==> src/rtl/poly_comp_pkg.sv <==
`default_nettype none
// ============================================================================
//  Module   : poly_comp_pkg
//  Brief    : Shared types and constants for the Horner polynomial sequencer.
//  Revision : 1.0  initial release
// ============================================================================
package poly_comp_pkg;

  // Sequencer states
  typedef enum logic [1:0] {
    IDLE  = 2'd0,
    FETCH = 2'd1,
    MAC   = 2'd2,
    DONE  = 2'd3
  } state_e;

  // Q1.14 saturation limits
  localparam logic [15:0] SAT_MAX = 16'h7FFF;
  localparam logic [15:0] SAT_MIN = 16'h8000;

  // Fractional bits of the coefficient / temperature format
  localparam int Q_FRAC = 14;

  // Clamp a 17-bit signed sum into 16 bits. The top two bits disagree only
  // when the sum left the 16-bit range; bit 16 then carries the true sign.
  function automatic logic [15:0] sat16(input logic [16:0] s);
    logic [15:0] r;
    if (s[16] != s[15]) begin
      r = s[16] ? SAT_MIN : SAT_MAX;
    end else begin
      r = s[15:0];
    end
    return r;
  endfunction

endpackage : poly_comp_pkg
`default_nettype wire

==> src/rtl/poly_comp_seq_sat_add16.sv <==
`default_nettype none
// ============================================================================
//  Module   : sat_add16
//  Brief    : Combinational 16+16 -> 16 signed saturating adder.
//  Revision : 1.0  initial release
// ============================================================================
module sat_add16
  import poly_comp_pkg::*;
(
  input  logic [15:0] a,
  input  logic [15:0] b,
  output logic [15:0] sum
);

  logic [16:0] w_wide;

  // Sign-extend both operands so the 17-bit sum can never wrap
  always_comb begin
    w_wide = {a[15], a} + {b[15], b};
    sum    = sat16(w_wide);
  end

endmodule : sat_add16
`default_nettype wire

==> src/rtl/poly_comp_seq.sv <==
`default_nettype none
// ============================================================================
//  Module   : poly_comp_seq
//  Brief    : Horner-scheme polynomial evaluator for temperature
//             compensation. Fetches coefficients highest order first and
//             iterates acc = sat(T*acc + c) through a shared external
//             saturating multiplier.
//  Revision : 1.0  initial release
// ============================================================================
module poly_comp_seq
  import poly_comp_pkg::*;
#(
  parameter int NUM_COEFF = 4,
  parameter int ADDR_W    = 4
) (
  input  logic              clk,
  input  logic              rst_n,
  input  logic              strt,
  input  logic [15:0]       Temp,
  output logic              coeff_rd,
  output logic [ADDR_W-1:0] coeff_addr,
  input  logic [15:0]       coeff,
  output logic [15:0]       mult_a,
  output logic [15:0]       mult_b,
  input  logic [15:0]       mult_prod,
  output logic              rdy,
  output logic              done,
  output logic [15:0]       comp_out
);

  // State encodings, taken from the shared enum so all users agree
  localparam logic [1:0] c_st_idle  = IDLE;
  localparam logic [1:0] c_st_fetch = FETCH;
  localparam logic [1:0] c_st_mac   = MAC;
  localparam logic [1:0] c_st_done  = DONE;

  // Address of the highest-order coefficient, fetched first
  localparam logic [ADDR_W-1:0] c_last_addr = ADDR_W'(NUM_COEFF - 1);
  localparam logic [ADDR_W-1:0] c_addr_one  = ADDR_W'(1);

  logic [1:0]        r_state;
  logic [15:0]       r_acc;
  logic [15:0]       r_treg;
  logic [ADDR_W-1:0] r_idx;
  logic [15:0]       r_comp;

  logic              w_rd;
  logic [ADDR_W-1:0] w_addr;
  logic [15:0]       w_sum;
  logic              w_last_mac;

  // Product of the previous accumulator and T plus the coefficient that
  // arrives this cycle
  sat_add16 u_sat_add (
    .a   (mult_prod),
    .b   (coeff),
    .sum (w_sum)
  );

  assign w_last_mac = (r_idx == '0);

  // Coefficient read strobe: next address is requested one cycle ahead of
  // its use because the memory has one cycle of read latency
  always_comb begin
    w_rd   = 1'b0;
    w_addr = '0;
    case (r_state)
      c_st_idle: begin
        if (strt) begin
          w_rd   = 1'b1;
          w_addr = c_last_addr;
        end
      end
      c_st_fetch: begin
        if (NUM_COEFF > 1) begin
          w_rd   = 1'b1;
          w_addr = r_idx - c_addr_one;
        end
      end
      c_st_mac: begin
        if (!w_last_mac) begin
          w_rd   = 1'b1;
          w_addr = r_idx - c_addr_one;
        end
      end
      default: begin
        w_rd   = 1'b0;
        w_addr = '0;
      end
    endcase
  end

  // Sequencer state, accumulator, latched temperature and result
  always_ff @(posedge clk or negedge rst_n) begin
    if (!rst_n) begin
      r_state <= c_st_idle;
      r_acc   <= '0;
      r_treg  <= '0;
      r_idx   <= '0;
      r_comp  <= '0;
    end else begin
      case (r_state)
        c_st_idle: begin
          if (strt) begin
            r_treg  <= Temp;
            r_idx   <= c_last_addr;
            r_state <= c_st_fetch;
          end
        end
        c_st_fetch: begin
          r_acc <= coeff;
          if (NUM_COEFF == 1) begin
            // Constant polynomial: the single coefficient is the result
            r_comp  <= coeff;
            r_state <= c_st_done;
          end else begin
            r_idx   <= r_idx - c_addr_one;
            r_state <= c_st_mac;
          end
        end
        c_st_mac: begin
          r_acc <= w_sum;
          if (w_last_mac) begin
            r_comp  <= w_sum;
            r_state <= c_st_done;
          end else begin
            r_idx <= r_idx - c_addr_one;
          end
        end
        default: begin
          r_state <= c_st_idle;
        end
      endcase
    end
  end

  // Outputs: multiplier operands straight from registers, status decoded
  assign coeff_rd   = w_rd;
  assign coeff_addr = w_addr;
  assign mult_a     = r_acc;
  assign mult_b     = r_treg;
  assign rdy        = (r_state == c_st_idle);
  assign done       = (r_state == c_st_done);
  assign comp_out   = r_comp;

endmodule : poly_comp_seq
`default_nettype wire

==> config.mk <==
export PLATFORM = sky130hd
export DESIGN_NAME = poly_comp_seq
export DESIGN_NICKNAME = d
export VERILOG_FILES = /design/src/rtl/poly_comp_pkg.sv /design/src/rtl/poly_comp_seq_sat_add16.sv /design/src/rtl/poly_comp_seq.sv
export SDC_FILE = /design/constraint.sdc
export NUM_CORES = 1
export LEC_CHECK = 0
export ABC_AREA = 1
export CAP_MARGIN = 20
export CORE_MARGIN = 5
export CORE_UTILIZATION = 44
export CTS_BUF_LIST = sky130_fd_sc_hd__clkbuf_8
export DETAILED_ROUTE_END_ITERATION = 12
export PLACE_DENSITY = 0.74
export SYNTH_ARGS = -nofsm -noshare
export SYNTH_HDL_FRONTEND = slang
export SYNTH_SLANG_ARGS = --single-unit
==> constraint.sdc <==
create_clock -name clk -period 1.9 [get_ports clk]
set_clock_uncertainty 0.05 [all_clocks]
set_input_delay 0.38 -clock clk [delete_from_list [all_inputs] [get_ports clk]]
set_output_delay 0.38 -clock clk [all_outputs]
set_load 0.05 [all_outputs]
Run 1, register map, names as in the netlist:
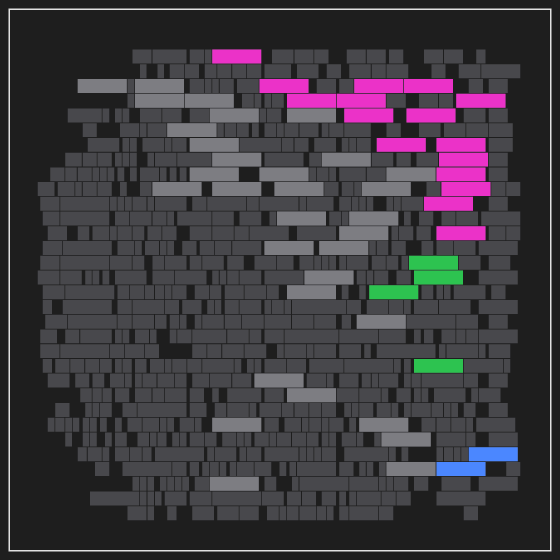
- mult_b: magenta (flops 16; where upper right)
- r_idx: green (flops 4; where middle right)
- r_state: blue (flops 2)

Run 1, M4 wires:
Supply wires on this layer in gray.
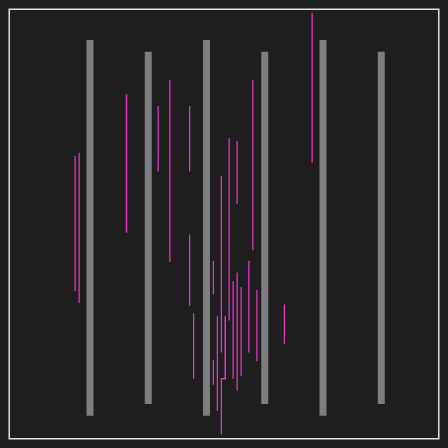
- main direction: vertical
- share of all routed wire: 4.1%
- nets with wire on the layer: 22
- wire length on this layer: 552 µm

Run 1, clock distribution:
The bar under the picture is 20 µm long.
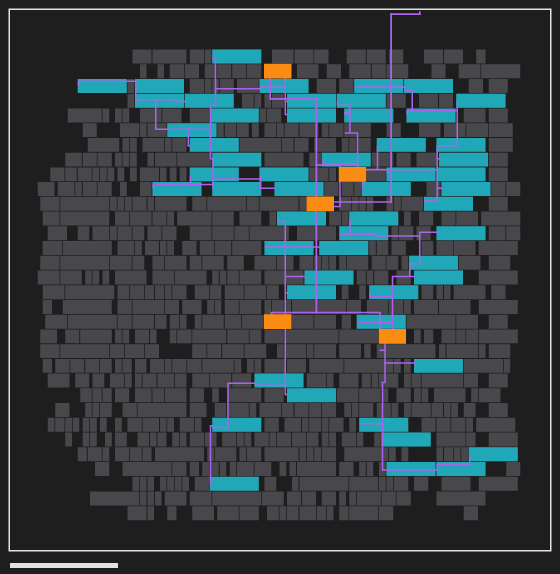
- clock drivers: orange (count 5)
- flip-flops: cyan (count 54)
- clock wires: purple (length 567 µm)
- routed clock nets: 6

Run 1, clock wiring as the flow saved it:
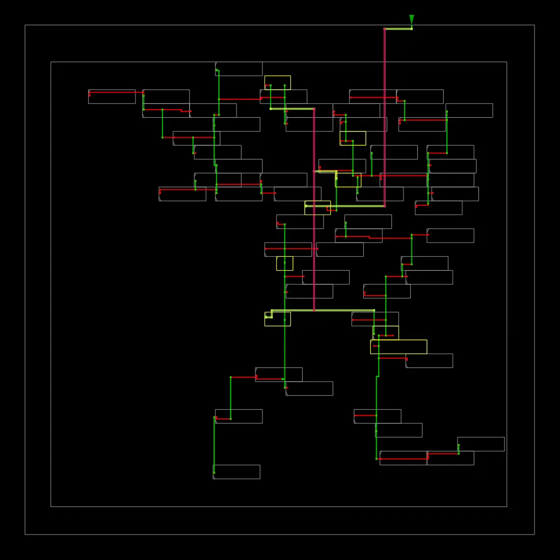
power in the clock group: 0.000815 W
clock sink count: 54
clock buffers: 6
Clk Latency, worst-skew pair: 0.31 ns
number of clock buffers inserted by TritonCTS: 5

==> flow_summary.rst, run 1 <==
Synthesis and place-and-route
=============================

.. list-table::
   :header-rows: 1

   * - Metric
     - Value
   * - Asr flop ratio synth
     - 100%
   * - Number of antenna violations at the first check in global routing
     - 0
   * - Slowest cell delay on critical path
     - 0.36 ns
   * - Antenna viol nets, final
     - 0
   * - Final Hold Violation Tally
     - 5
   * - Tot GR Track Use
     - 25.0%
   * - Chip area estimate from yosys synthesis
     - 0.00354 mm²
   * - Category of the worst setup path launch point
     - input pin
   * - Number of DRC violations after detailed-routing iteration 0
     - 191
   * - R2r worst-path depth
     - 8
   * - Crit path DRT
     - 2.05 ns
   * - Post-synth tally of flip-flops with integrated enable
     - 0
   * - Hold slack final
     - -0.00519 ns
   * - Biggest area contributors in the synthesized netlist
     - sky130_fd_sc_hd__dfrtp_1, sky130_fd_sc_hd__nand2_1, sky130_fd_sc_hd__ha_1, sky130_fd_sc_hd__mux2_2, sky130_fd_sc_hd__nor2_1
   * - Vias
     - 3,958
   * - Layout area overhead
     - 80.8%
   * - CTS tree
     - built
   * - Dominant kind of combinational cell
     - simple AND/OR/NAND/NOR gates
   * - Synthesis Warnings
     - 0
   * - Clock slew seen by the registers of the worst setup and hold paths
     - 0.09 ns
   * - Post-DR wirelength/cell
     - 17.9 µm
   * - Area used by sequential logic in the layout
     - 0.00135 mm²
   * - CP Capture Type
     - register
   * - Cell Chain, Critical Path
     - buf_8 > ha_4 > inv_2 > fa_2 > inv_2 > nand2_2 > nand2_2 > nand3_2 > nand2_2 > nand2_4 > nand2_4 > nand2_4 > nand4_4 > buf_12 > buf_16 > nand3_2 > nand2_1 > nand2_1
   * - Peak ir drop on the vdd network
     - 0.732 mV
   * - Ys flops
     - 54
   * - Max transition margin
     - 66.4%
   * - Total cell area at the placement stage
     - 0.00515 mm²
   * - Xor/xnor cell area share of the yosys netlist
     - 2.72%
   * - Area share, top type
     - 38.2%
   * - Average via count per standard cell
     - 5.27
   * - Highest Clock Rate
     - 465 MHz
   * - Path category of the worst min-delay check
     - in -> async
   * - Die width
     - 99.7 µm
   * - Total of max-cap violations
     - 0
   * - Design area
     - 0.00640 mm²
   * - Compound-cell area share of the yosys netlist
     - 5.44%
   * - Startpoint of the worst-slack reg-to-reg timing path
     - r_state[0]
   * - Count of different cell masters after synthesis
     - 37
   * - Violated checks
     - negative hold slack, negative setup slack
   * - Reg-to-reg slack, setup
     - 0.09 ns
   * - Die Y-Extent
     - 99.7 µm
   * - Count of fill cells added during filler insertion
     - 433
   * - Number of placement rows
     - 32
   * - Crit Path Max Fanout
     - 5
   * - Overflow after GRT
     - 0
   * - Overall chip area
     - 0.00994 mm²
   * - Simple-gate area share of the yosys netlist
     - 32.6%
   * - Endpoint of the worst-slack reg-to-reg timing path
     - mult_a[3]
   * - Final worst slack
     - -0.251 ns
   * - Pin count of the biggest net entering global routing
     - 55
   * - Number of standard cells after synthesis
     - 463
   * - Leading cell type in the layout, fill and taps excluded
     - sky130_fd_sc_hd__buf_4
   * - Syn Area/Cell
     - 7.65 µm²
   * - Mapped cell area
     - 0.00354 mm²
   * - Setup-violating endpoint count in the final report
     - 35
   * - Outcome
     - finished, violations left
   * - CTS Root Cell
     - sky130_fd_sc_hd__clkbuf_8
   * - Stage-log warning count
     - 33
   * - Antenna cell count
     - 0
-- run 1: routing by layer --
metal | share of wire (%) | track usage, % | vias to the layer above
met2 | 54 | 46.9 | 167
met1 | 37 | 28.9 | 1907
met5 | 0 | 0 | -
met3 | 4.8 | 2.81 | 49
li1 | - | - | 1835
met4 | 4.1 | 9.35 | 0
-- run 1: synthesized netlist by cell type, types with 4 or more instances --
master,count
sky130_fd_sc_hd__o21ai_0,8
sky130_fd_sc_hd__ha_1,22
sky130_fd_sc_hd__buf_6,4
sky130_fd_sc_hd__dfrtp_1,54
sky130_fd_sc_hd__nand3_1,30
sky130_fd_sc_hd__xnor2_1,4
sky130_fd_sc_hd__xor2_1,7
sky130_fd_sc_hd__nand2_2,13
sky130_fd_sc_hd__mux2_2,16
sky130_fd_sc_hd__inv_1,41
sky130_fd_sc_hd__nor2_1,45
sky130_fd_sc_hd__nand2_1,170
sky130_fd_sc_hd__a21oi_1,11
sky130_fd_sc_hd__clkbuf_1,4
-- run 1: flip-flops by register name (all words and copies together) (netlist names) --
| name | flops |
|---|---|
| mult_a | 16 |
| comp_out | 16 |
| mult_b | 16 |
| r_state | 2 |
| r_idx | 4 |
-- run 1: metrics by stage --
| step | std cells | total power [W] | setup slack, ns | utilization, % | hold slack, ns |
|---|---|---|---|---|---|
| after floorplan | 463 | 0.00641 | -0.160 | - | 0.0344 |
| after global placement | 716 | 0.00852 | -0.830 | 66.3 | 0.345 |
| after detailed placement | 716 | 0.00866 | -0.928 | 66.3 | 0.347 |
| after CTS | 746 | 0.0102 | -0.210 | 79.3 | 0.00808 |
| after global routing | 751 | 0.0111 | -0.318 | 82.4 | 0.0172 |
| final | 751 | 0.0106 | -0.251 | 82.4 | -0.00519 |
-- run 1: worst max-delay path, delay by kind of cell --
family	cells	cell delay, ns
adders and majority gates	2	0.49
buffers and inverters	5	0.44
and+or+nand+nor	11	0.98
-- run 1: area by class of cell --
cell class | instances | share of cell area, %
well taps | 102 | 1.99
flip-flops and latches | 54 | 21.1
clock inverters | 2 | 0.606
multi-input cells | 354 | 44.7
clock buffers | 6 | 1.29
repair buffers | 190 | 27.7
inverters | 43 | 2.64
-- run 1: how the worst max path moves through the flow --
stage	startpoint	end
6_report	coeff[0]	mult_a[3]
3_3_place_gp	coeff[0]	comp_out[2]
2_1_floorplan	coeff[0]	mult_a[6]
3_5_place_dp	coeff[0]	mult_a[14]
4_1_cts	r_state[0]	coeff_addr[0]
5_1_grt	coeff[0]	mult_a[3]
-- run 1: kinds of logic after synthesis --
family	count (synthesis)
simple gates	271
buf+inv	56
flops	54
compound gates	32
fa+ha+maj	23
mux	16
xor+xnor	11
-- run 1: repair_timing --
action / in CTS / in global routing
buffers inserted: 17 / 7
resized: 213 / 74
setup endpoints to repair: 38 / 39
gates cloned: 5 / 0
pin swaps: 100 / 76
-- run 1: power breakdown --
| group | switching (W) | internal (W) |
|---|---|---|
| logic | 0.00488 | 0.00284 |
| registers | 0.000360 | 0.00174 |
| clock network | 0.000382 | 0.000434 |
Run 1, cells by drive strength:
The bar under the picture is 20 µm long.
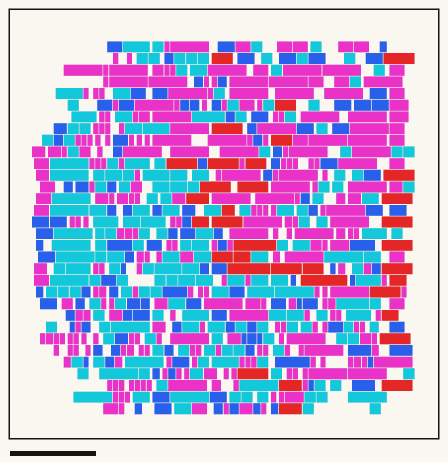

==> run 2: changes to the inputs <==
--- a/config.mk
+++ b/config.mk
@@ -6,11 +6,12 @@
 export NUM_CORES = 1
 export LEC_CHECK = 0
 export ABC_AREA = 1
-export CAP_MARGIN = 20
+export CAP_MARGIN = 0
 export CORE_MARGIN = 5
 export CORE_UTILIZATION = 44
 export CTS_BUF_LIST = sky130_fd_sc_hd__clkbuf_8
 export DETAILED_ROUTE_END_ITERATION = 12
+export MAX_ROUTING_LAYER = met4
 export PLACE_DENSITY = 0.74
 export SYNTH_ARGS = -nofsm -noshare
 export SYNTH_HDL_FRONTEND = slang
Run 2, cells by drive strength:
The bar under the picture is 20 µm long.
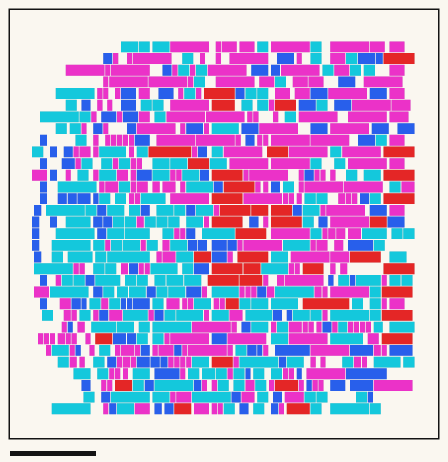
- _2 cells: blue (cells 130; share 20%; most used nand2_2)
- _0 and _1 cells: magenta (cells 285; share 43%; most used nand2_1)
- _3 and _4 cells: cyan (cells 204; share 31%; most used buf_4)
- _6 and larger: red (cells 40; share 6.1%; most used buf_12)

==> run 2 against run 1 <==
  * The flow still finishes with violations (negative hold slack, negative setup slack)
  * Register-to-register slack hardly changed
  * Clock-buffer cell count stayed put
  * Clock power is 3.8% higher
  * First-iteration DRC count is 20% higher
  * Combinational power is 3.1% higher
  * Global-route usage is 1.4 points higher
  * Critical path type is now reg -> out
  * Largest cell class unchanged
==> flow_summary.rst, run 2 <==
Synthesis and place-and-route
=============================

.. list-table::
   :header-rows: 1

   * - Metric
     - Value
   * - Startpoint-to-endpoint class of the critical path
     - reg -> out
   * - Number of hold buffers added after CTS
     - 0
   * - CTS Root Cell
     - sky130_fd_sc_hd__clkbuf_8
   * - Biggest area contributors in the synthesized netlist
     - sky130_fd_sc_hd__dfrtp_1, sky130_fd_sc_hd__nand2_1, sky130_fd_sc_hd__ha_1, sky130_fd_sc_hd__mux2_2, sky130_fd_sc_hd__nor2_1
   * - Overflow after GRT
     - 0 (unchanged)
   * - Post-DR wirelength/cell
     - 19.2 µm (+7.5%)
   * - CP Capture Type
     - output port
   * - Chip area estimate from yosys synthesis
     - 0.00354 mm² (unchanged)
   * - Violated checks
     - negative hold slack, negative setup slack
   * - Proportion of synthesized chip area in sequential cells
     - 38.2%
   * - Layout area overhead
     - 83.6%
   * - Number of cells in the yosys synthesis report
     - 463
   * - Count of fill cells added during filler insertion
     - 405 (-6.5%)
   * - Number of clock buffers inserted by TritonCTS
     - 5 (unchanged)
   * - Primary FF master, synth
     - sky130_fd_sc_hd__dfrtp_1
   * - Total length of routed wires
     - 14.6 mm
   * - Leading cell type in the layout, fill and taps excluded
     - sky130_fd_sc_hd__buf_4
   * - Count of different cell masters after synthesis
     - 37 (unchanged)
   * - Highest Clock Rate
     - 469 MHz (+0.94%)
   * - Crit path DAT
     - 1.70 ns
   * - Number of antenna violations at the first check in global routing
     - 0 (unchanged)
   * - Crit path DRT
     - 1.47 ns (-0.58 ns)
   * - Setup-violating endpoint count in the final report
     - 35 (unchanged)
   * - Final Hold Violation Tally
     - 34 (+29)
   * - Fraction of the core area covered by cells at the end of the flow
     - 83.7% (+1.3 points)
   * - Design area
     - 0.00650 mm² (+1.5%)
   * - Core area
     - 0.00777 mm²
   * - Input/output buffers
     - 105
   * - Post-synth tally of flip-flops with integrated enable
     - 0 (unchanged)
   * - Ys flops
     - 54 (unchanged)
   * - CTS tree
     - built
   * - Number of nets at floorplan
     - 537
   * - Leakage power summed over all cells
     - 3.19 nW
   * - I/O pins
     - 106
   * - Category of the worst setup path launch point
     - register
   * - Area of combinational cells with multiple inputs
     - 0.00294 mm²
   * - Antenna cell count
     - 0 (unchanged)
   * - Final period demand of the worst path
     - 2.13 ns
   * - Layout cells sized above 1
     - 56.8%
   * - Number of DRC violations after detailed-routing iteration 0
     - 230 (+20%)
   * - Most numerous cell in the Yosys netlist
     - sky130_fd_sc_hd__nand2_1
   * - Unrepaired setup endpoints after global routing
     - yes
   * - Path category of the worst min-delay check
     - in -> async
   * - Worst slew pin tran
     - 0.503 ns
   * - Average via count per standard cell
     - 5.43 (+3.0%)
   * - Commonest cells post-synth
     - sky130_fd_sc_hd__nand2_1, sky130_fd_sc_hd__dfrtp_1, sky130_fd_sc_hd__nor2_1
   * - Peak ir drop on the vdd network
     - 0.747 mV (+2.2%)
   * - Max transition margin
     - 66.4% (about the same)
   * - Pin count of the biggest net entering global routing
     - 55 (unchanged)
   * - DRC Markers
     - 0
   * - Final period utilization
     - 112%
   * - Total cell area at the placement stage
     - 0.00515 mm² (+0.15%)
   * - Leading area contributor after synthesis
     - sky130_fd_sc_hd__dfrtp_1
   * - Ratio of total power to cell area
     - 1680 mW/mm²
   * - RePlAce Congestion
     - 0.940
   * - Antenna viol nets, final
     - 0 (unchanged)
   * - Tot GR Track Use
     - 26.4% (+1.4 points)
   * - Syn Area/Cell
     - 7.65 µm² (unchanged)
   * - Iteration tally of the first detailed-router pass
     - 4
   * - Number of nets in the finished design
     - 732
   * - Die width
     - 99.7 µm (unchanged)
   * - Synthesis Warnings
     - 0 (unchanged)
   * - Total of max-cap violations
     - 0 (unchanged)
   * - Asr flop ratio synth
     - 100% (unchanged)
   * - Post-detail-place hpwl
     - 8.20 mm
   * - Number of global-route vias before repair
     - 4,173
   * - Area used by sequential logic in the layout
     - 0.00135 mm² (about the same)
   * - Mapped cell area
     - 0.00354 mm² (unchanged)
   * - Number of levels in the clock H-tree
     - 2
   * - Most frequent cells in the layout
     - sky130_fd_sc_hd__buf_4, sky130_fd_sc_hd__nand2_1, sky130_fd_sc_hd__dfrtp_1, sky130_fd_sc_hd__nand2_2, sky130_fd_sc_hd__nor2_1
   * - Clock sink count
     - 54 (unchanged)
   * - Wire length of the first global-routing pass
     - 20.4 mm
   * - Final worst slack
     - -0.231 ns (+0.0200 ns)
   * - Hold slack final
     - -0.0136 ns (-0.00845 ns)
   * - Number of standard cells after synthesis
     - 463 (unchanged)
   * - Clock slew seen by the registers of the worst setup and hold paths
     - 0.11 ns (+0.02 ns)
   * - Stage-log warning count
     - 33 (unchanged)
   * - Overall chip area
     - 0.00994 mm² (unchanged)
   * - Number of buffers on the longest clock path
     - 2
   * - Final Max-Slew Violation Tally
     - 0
   * - Area share, top type
     - 38.2% (unchanged)
   * - Initial cell density of the core
     - 45.6%
   * - Crit Path Max Fanout
     - 5 (unchanged)
   * - Outcome
     - finished, violations left
   * - Die Y-Extent
     - 99.7 µm (unchanged)
   * - Setup TNS
     - -5.06 ns
   * - Clk Latency, worst-skew pair
     - 0.32 ns (about the same)
   * - Vias
     - 4,133 (+4.4%)
   * - Number of placement rows
     - 32 (unchanged)
[run 2: cell count changes in the layout (fill, tap and decap cells not counted), sizes merged]
cell | before | now
dlygate4sd2 | 7 | 3
clkbuf | 10 | 24
clkdlybuf4s15 | 17 | 6
buf | 143 | 154
[run 2: timing repair]
| action | CTS | global route |
|---|---|---|
| buffers inserted | 23 | 14 |
| pin swaps | 82 | 90 |
| gates cloned | 5 | 0 |
| gates resized | 188 | 132 |
| endpoints found under the setup margin | 38 | 39 |
[run 2: power by group]
part           switching (W)  total [W]  internal (W)  leakage (nW)
combinational        0.00502    0.00796       0.00294          2.49
sequential          0.000377    0.00212       0.00175         0.635
clock               0.000412   0.000846      0.000434        0.0618
[run 2: kinds of logic (layout without fill, tap and decap cells)]
logic type / after synthesis / count (layout) / share of synthesized area (%)
adders and majority gates: 23 / 23 / 8.34
and+or+nand+nor: 271 / 272 / 32.6
DFF: 54 / 54 / 38.2
muxes: 16 / 16 / 5.09
AOI/OAI and AO/OA: 32 / 32 / 5.44
buffers and inverters: 56 / 251 / 7.63
xor gates and xnor gates: 11 / 11 / 2.72
[run 2: area by class of cell]
type | count | share of cell area [%]
inverters | 43 | 2.56
clock inverters | 2 | 0.597
flip-flops and latches | 54 | 20.8
repair buffers | 200 | 27.6
multi-input cells | 354 | 45.2
well taps | 102 | 1.96
clock buffers | 6 | 1.27
[run 2: routing by layer]
layer | share of wire (%) | track usage, % | up-vias
li1 | - | - | 1861
met1 | 34 | 27.9 | 1990
met2 | 55 | 48.6 | 195
met3 | 5.3 | 3.93 | 87
met4 | 5.9 | 11.2 | 0
met5 | 0 | - | -
[run 2: critical path: stages (launching register included)]
cell and delay (ns):
sky130_fd_sc_hd__dfrtp_1 0.41, sky130_fd_sc_hd__buf_4 0.15, sky130_fd_sc_hd__ha_2 0.22, sky130_fd_sc_hd__inv_4 0.09, sky130_fd_sc_hd__o21ai_4 0.08, sky130_fd_sc_hd__buf_4 0.14
sky130_fd_sc_hd__o21ai_4 0.14, sky130_fd_sc_hd__buf_12 0.15
[run 2: metrics by stage]
stage	total power [W]	worst slack, ns	instances
2_1_floorplan	0.00641	-0.160	463
3_3_place_gp	0.00852	-0.830	717
4_1_cts	0.0103	-0.200	751
3_5_place_dp	0.00866	-0.921	717
5_1_grt	0.0114	-0.309	761
6_report	0.0109	-0.231	761
[run 2: final timing paths]
kind,depth (start not counted),endpoint,startpoint,slack (ns)
worst max-delay path,7,coeff_addr[0],r_state[0],-0.23
worst min-delay path,2,mult_b[7],rst_n,-0.01
worst max register to register,8,mult_a[7],r_state[0],0.09
worst min register to register,2,mult_a[10],mult_a[10],0.45
max in group asynchronous,2,r_state[1],rst_n,1.56
min in group clk,5,mult_a[0],coeff[0],0.38
==> run 3: changes to the inputs <==
--- a/config.mk
+++ b/config.mk
@@ -11,8 +11,10 @@
 export CORE_UTILIZATION = 44
 export CTS_BUF_LIST = sky130_fd_sc_hd__clkbuf_8
 export DETAILED_ROUTE_END_ITERATION = 12
+export GPL_TIMING_DRIVEN = 1
 export MAX_ROUTING_LAYER = met4
 export PLACE_DENSITY = 0.74
+export SLEW_MARGIN = 20
 export SYNTH_ARGS = -nofsm -noshare
 export SYNTH_HDL_FRONTEND = slang
 export SYNTH_SLANG_ARGS = --single-unit
Run 3, cells by drive strength:
The bar under the picture is 20 µm long.
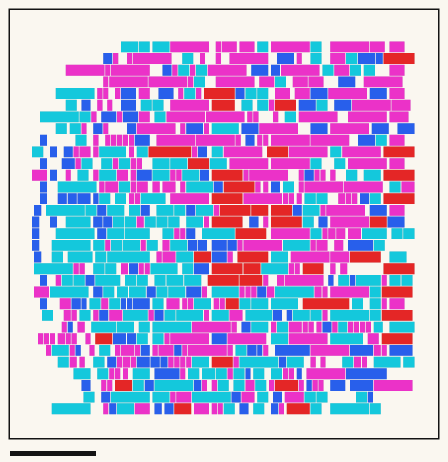
- _3 and _4 cells: cyan (cells 204; share 31%; most used buf_4)
- _6 and larger: red (cells 40; share 6.1%; most used buf_12)
- _2 cells: blue (cells 130; share 20%; most used nand2_2)
- _0 and _1 cells: magenta (cells 285; share 43%; most used nand2_1)

==> run 3 against run 2 <==
  * The flow still finishes with violations (negative hold slack, negative setup slack)
  * Final cell count unchanged
  * Combinational power barely moved
  * Utilization is the same
  * Worst setup slack is the same
  * Synthesized cell count is the same
  * Non-clock buffer count is the same
  * Clock power about the same
  * Worst hold slack did not move
  * Power stayed put
  * Register-to-register slack barely moved
  * Critical path type unchanged
  * Critical endpoint unchanged
  * Largest power group unchanged
==> flow_summary.rst, run 3 <==
Synthesis and place-and-route
=============================

.. list-table::
   :header-rows: 1

   * - Metric
     - Value
   * - CTS Root Cell
     - sky130_fd_sc_hd__clkbuf_8
   * - Number of levels in the clock H-tree
     - 2 (unchanged)
   * - Final worst slack
     - -0.231 ns (unchanged)
   * - Clk Latency, worst-skew pair
     - 0.32 ns (about the same)
   * - Endpoint of the worst-slack reg-to-reg timing path
     - mult_a[7]
   * - Final period utilization
     - 112% (unchanged)
   * - Total cell area at the placement stage
     - 0.00515 mm² (unchanged)
   * - Category of the worst setup path launch point
     - register
   * - Number of buffers on the longest clock path
     - 2 (unchanged)
   * - I/O pins
     - 106 (unchanged)
   * - RePlAce Congestion
     - 0.940 (unchanged)
   * - Proportion of synthesized chip area in sequential cells
     - 38.2% (unchanged)
   * - Startpoint of the worst-slack reg-to-reg timing path
     - r_state[0]
   * - Leading area contributor after synthesis
     - sky130_fd_sc_hd__dfrtp_1
   * - Overflow after GRT
     - 0 (unchanged)
   * - Total of max-cap violations
     - 0 (unchanged)
   * - Global-route track usage on met2
     - 48.6% (unchanged)
   * - Setup-violating endpoint count in the final report
     - 35 (unchanged)
   * - Cell Chain, Critical Path
     - buf_4 > ha_2 > inv_4 > o21ai_4 > buf_4 > o21ai_4 > buf_12
   * - Most numerous cell in the Yosys netlist
     - sky130_fd_sc_hd__nand2_1
   * - Number of hold buffers added after CTS
     - 0 (unchanged)
   * - Input/output buffers
     - 105 (unchanged)
   * - Pin count of the biggest net entering global routing
     - 55 (unchanged)
   * - Commonest cells post-synth
     - sky130_fd_sc_hd__nand2_1, sky130_fd_sc_hd__dfrtp_1, sky130_fd_sc_hd__nor2_1
   * - GRT met1 Usage
     - 27.9% (unchanged)
   * - Initial cell density of the core
     - 45.6% (unchanged)
   * - Slowest cell delay on critical path
     - 0.41 ns (about the same)
   * - Crit path DRT
     - 1.47 ns (about the same)
   * - Antenna viol nets, final
     - 0 (unchanged)
   * - Number of antenna violations at the first check in global routing
     - 0 (unchanged)
   * - CTS tree
     - built
   * - Leading cell type in the layout, fill and taps excluded
     - sky130_fd_sc_hd__buf_4
   * - Average via count per standard cell
     - 5.43 (unchanged)
   * - Clock slew seen by the registers of the worst setup and hold paths
     - 0.11 ns (about the same)
   * - Max transition margin
     - 66.4% (unchanged)
   * - Wire length of the first global-routing pass
     - 20.4 mm (unchanged)
   * - Number of standard cells after synthesis
     - 463 (unchanged)
   * - Ratio of total power to cell area
     - 1680 mW/mm² (unchanged)
   * - Final Hold Violation Tally
     - 34 (unchanged)
   * - Number of cells in the yosys synthesis report
     - 463 (unchanged)
   * - Crit path DAT
     - 1.70 ns (about the same)
   * - Kind of cell adding the most delay to the critical path
     - buffers and inverters
   * - Die width
     - 99.7 µm (unchanged)
   * - Chip area estimate from yosys synthesis
     - 0.00354 mm² (unchanged)
   * - Violated checks
     - negative hold slack, negative setup slack
   * - GR Layer Usage met3
     - 3.93% (unchanged)
   * - DRC Markers
     - 0 (unchanged)
   * - Design area
     - 0.00650 mm² (unchanged)
   * - Ys flops
     - 54 (unchanged)
   * - Total buffers and inverters traversed by the critical path
     - 4 (unchanged)
   * - Most frequent cells in the layout
     - sky130_fd_sc_hd__buf_4, sky130_fd_sc_hd__nand2_1, sky130_fd_sc_hd__dfrtp_1, sky130_fd_sc_hd__nand2_2, sky130_fd_sc_hd__nor2_1
   * - Number of global-route vias before repair
     - 4,173 (unchanged)
   * - Critical-path cell with the highest stage delay
     - sky130_fd_sc_hd__dfrtp_1
   * - Worst slew pin tran
     - 0.503 ns (unchanged)
   * - Total length of routed wires
     - 14.6 mm (unchanged)
   * - Mapped cell area
     - 0.00354 mm² (unchanged)
   * - Post-synth tally of flip-flops with integrated enable
     - 0 (unchanged)
   * - Number of nets at floorplan
     - 537 (unchanged)
   * - Synthesis Warnings
     - 0 (unchanged)
   * - Leakage power summed over all cells
     - 3.19 nW (unchanged)
   * - Peak ir drop on the vdd network
     - 0.747 mV (unchanged)
   * - Hold slack final
     - -0.0136 ns (unchanged)
   * - Final Max-Slew Violation Tally
     - 0 (unchanged)
   * - Count of fill cells added during filler insertion
     - 405 (unchanged)
   * - Number of DRC violations after detailed-routing iteration 0
     - 230 (unchanged)
   * - CP Capture Type
     - output port
   * - Antenna cell count
     - 0 (unchanged)
   * - Layout cells sized above 1
     - 56.8% (unchanged)
   * - Overall chip area
     - 0.00994 mm² (unchanged)
   * - Post-detail-place hpwl
     - 8.20 mm (unchanged)
   * - Path category of the worst min-delay check
     - in -> async
   * - Reg-to-reg slack, setup
     - 0.09 ns (about the same)
   * - Unrepaired setup endpoints after global routing
     - yes
   * - Clock sink count
     - 54 (unchanged)
   * - R2r worst-path depth
     - 8 (unchanged)
   * - Core area
     - 0.00777 mm² (unchanged)
   * - Tot GR Track Use
     - 26.4% (unchanged)
   * - Number of clock buffers inserted by TritonCTS
     - 5 (unchanged)
   * - Most heavily used metal layer in global routing
     - met2
   * - Die Y-Extent
     - 99.7 µm (unchanged)
   * - Vias
     - 4,133 (unchanged)
   * - Final period demand of the worst path
     - 2.13 ns (unchanged)
   * - Asr flop ratio synth
     - 100% (unchanged)
   * - Highest Clock Rate
     - 469 MHz (unchanged)
   * - Post-DR wirelength/cell
     - 19.2 µm (unchanged)
   * - Startpoint-to-endpoint class of the critical path
     - reg -> out
   * - Count of different cell masters after synthesis
     - 37 (unchanged)
   * - Syn Area/Cell
     - 7.65 µm² (unchanged)
   * - Biggest area contributors in the synthesized netlist
     - sky130_fd_sc_hd__dfrtp_1, sky130_fd_sc_hd__nand2_1, sky130_fd_sc_hd__ha_1, sky130_fd_sc_hd__mux2_2, sky130_fd_sc_hd__nor2_1
   * - Primary FF master, synth
     - sky130_fd_sc_hd__dfrtp_1
   * - Layout area overhead
     - 83.6% (unchanged)
   * - Number of placement rows
     - 32 (unchanged)
   * - Area share, top type
     - 38.2% (unchanged)
   * - Number of nets in the finished design
     - 732 (unchanged)
   * - Outcome
     - finished, violations left
run 3: kinds of logic after synthesis:
group / count (synthesis) / synth area share, %
buf+inv: 56 / 7.63
fa+ha+maj: 23 / 8.34
simple gates: 271 / 32.6
flops: 54 / 38.2
xor+xnor: 11 / 2.72
mux: 16 / 5.09
compound gates: 32 / 5.44
run 3: what timing repair did:
item / CTS / global route
endpoints found under the setup margin: 38 / 39
pin swaps: 82 / 90
gates resized: 188 / 132
buffers inserted: 23 / 14
cloned: 5 / 0
run 3: final cells by class:
class | instances | area, µm² | share of cell area, %
tap | 102 | 128 | 1.96
clock inverter | 2 | 38.8 | 0.597
clock buffer | 6 | 82.6 | 1.27
inverter | 43 | 166 | 2.56
timing repair buffer | 200 | 1790 | 27.6
multi-input combinational | 354 | 2940 | 45.2
sequential | 54 | 1350 | 20.8
run 3: routing by layer:
metal	share of wire [%]	up-vias
li1	-	1861
met1	34	1990
met2	55	195
met3	5.3	87
met4	5.9	0
met5	0	-
run 3: how the worst max path moves through the flow:
stage,from,endpoint,slack (ns),cells past startpoint
CTS,r_state[0],coeff_addr[1],-0.20,8
detailed placement,coeff[0],comp_out[2],-0.92,17
finish,r_state[0],coeff_addr[0],-0.23,7
global placement,coeff[0],mult_a[14],-0.83,18
global route,coeff[0],mult_a[13],-0.31,19
floorplan,coeff[0],mult_a[6],-0.16,18
run 3: per-stage QoR:
stage	setup TNS, ns	setup slack, ns	std cells	total power (W)	util [%]
after floorplan	-3.50	-0.160	463	0.00641	-
after global placement	-24.80	-0.830	717	0.00852	66.4
after detailed placement	-27.45	-0.921	717	0.00866	66.4
after CTS	-4.67	-0.200	751	0.0103	79.6
after global routing	-7.80	-0.309	761	0.0114	83.7
final	-5.06	-0.231	761	0.0109	83.7
run 3: where the power goes:
part           leakage, nW  internal [W]  switching (W)
clock network       0.0618      0.000434       0.000412
registers            0.635       0.00175       0.000377
logic                 2.49       0.00294        0.00502
No activity file was given, so power comes from the tool's default toggle rates.
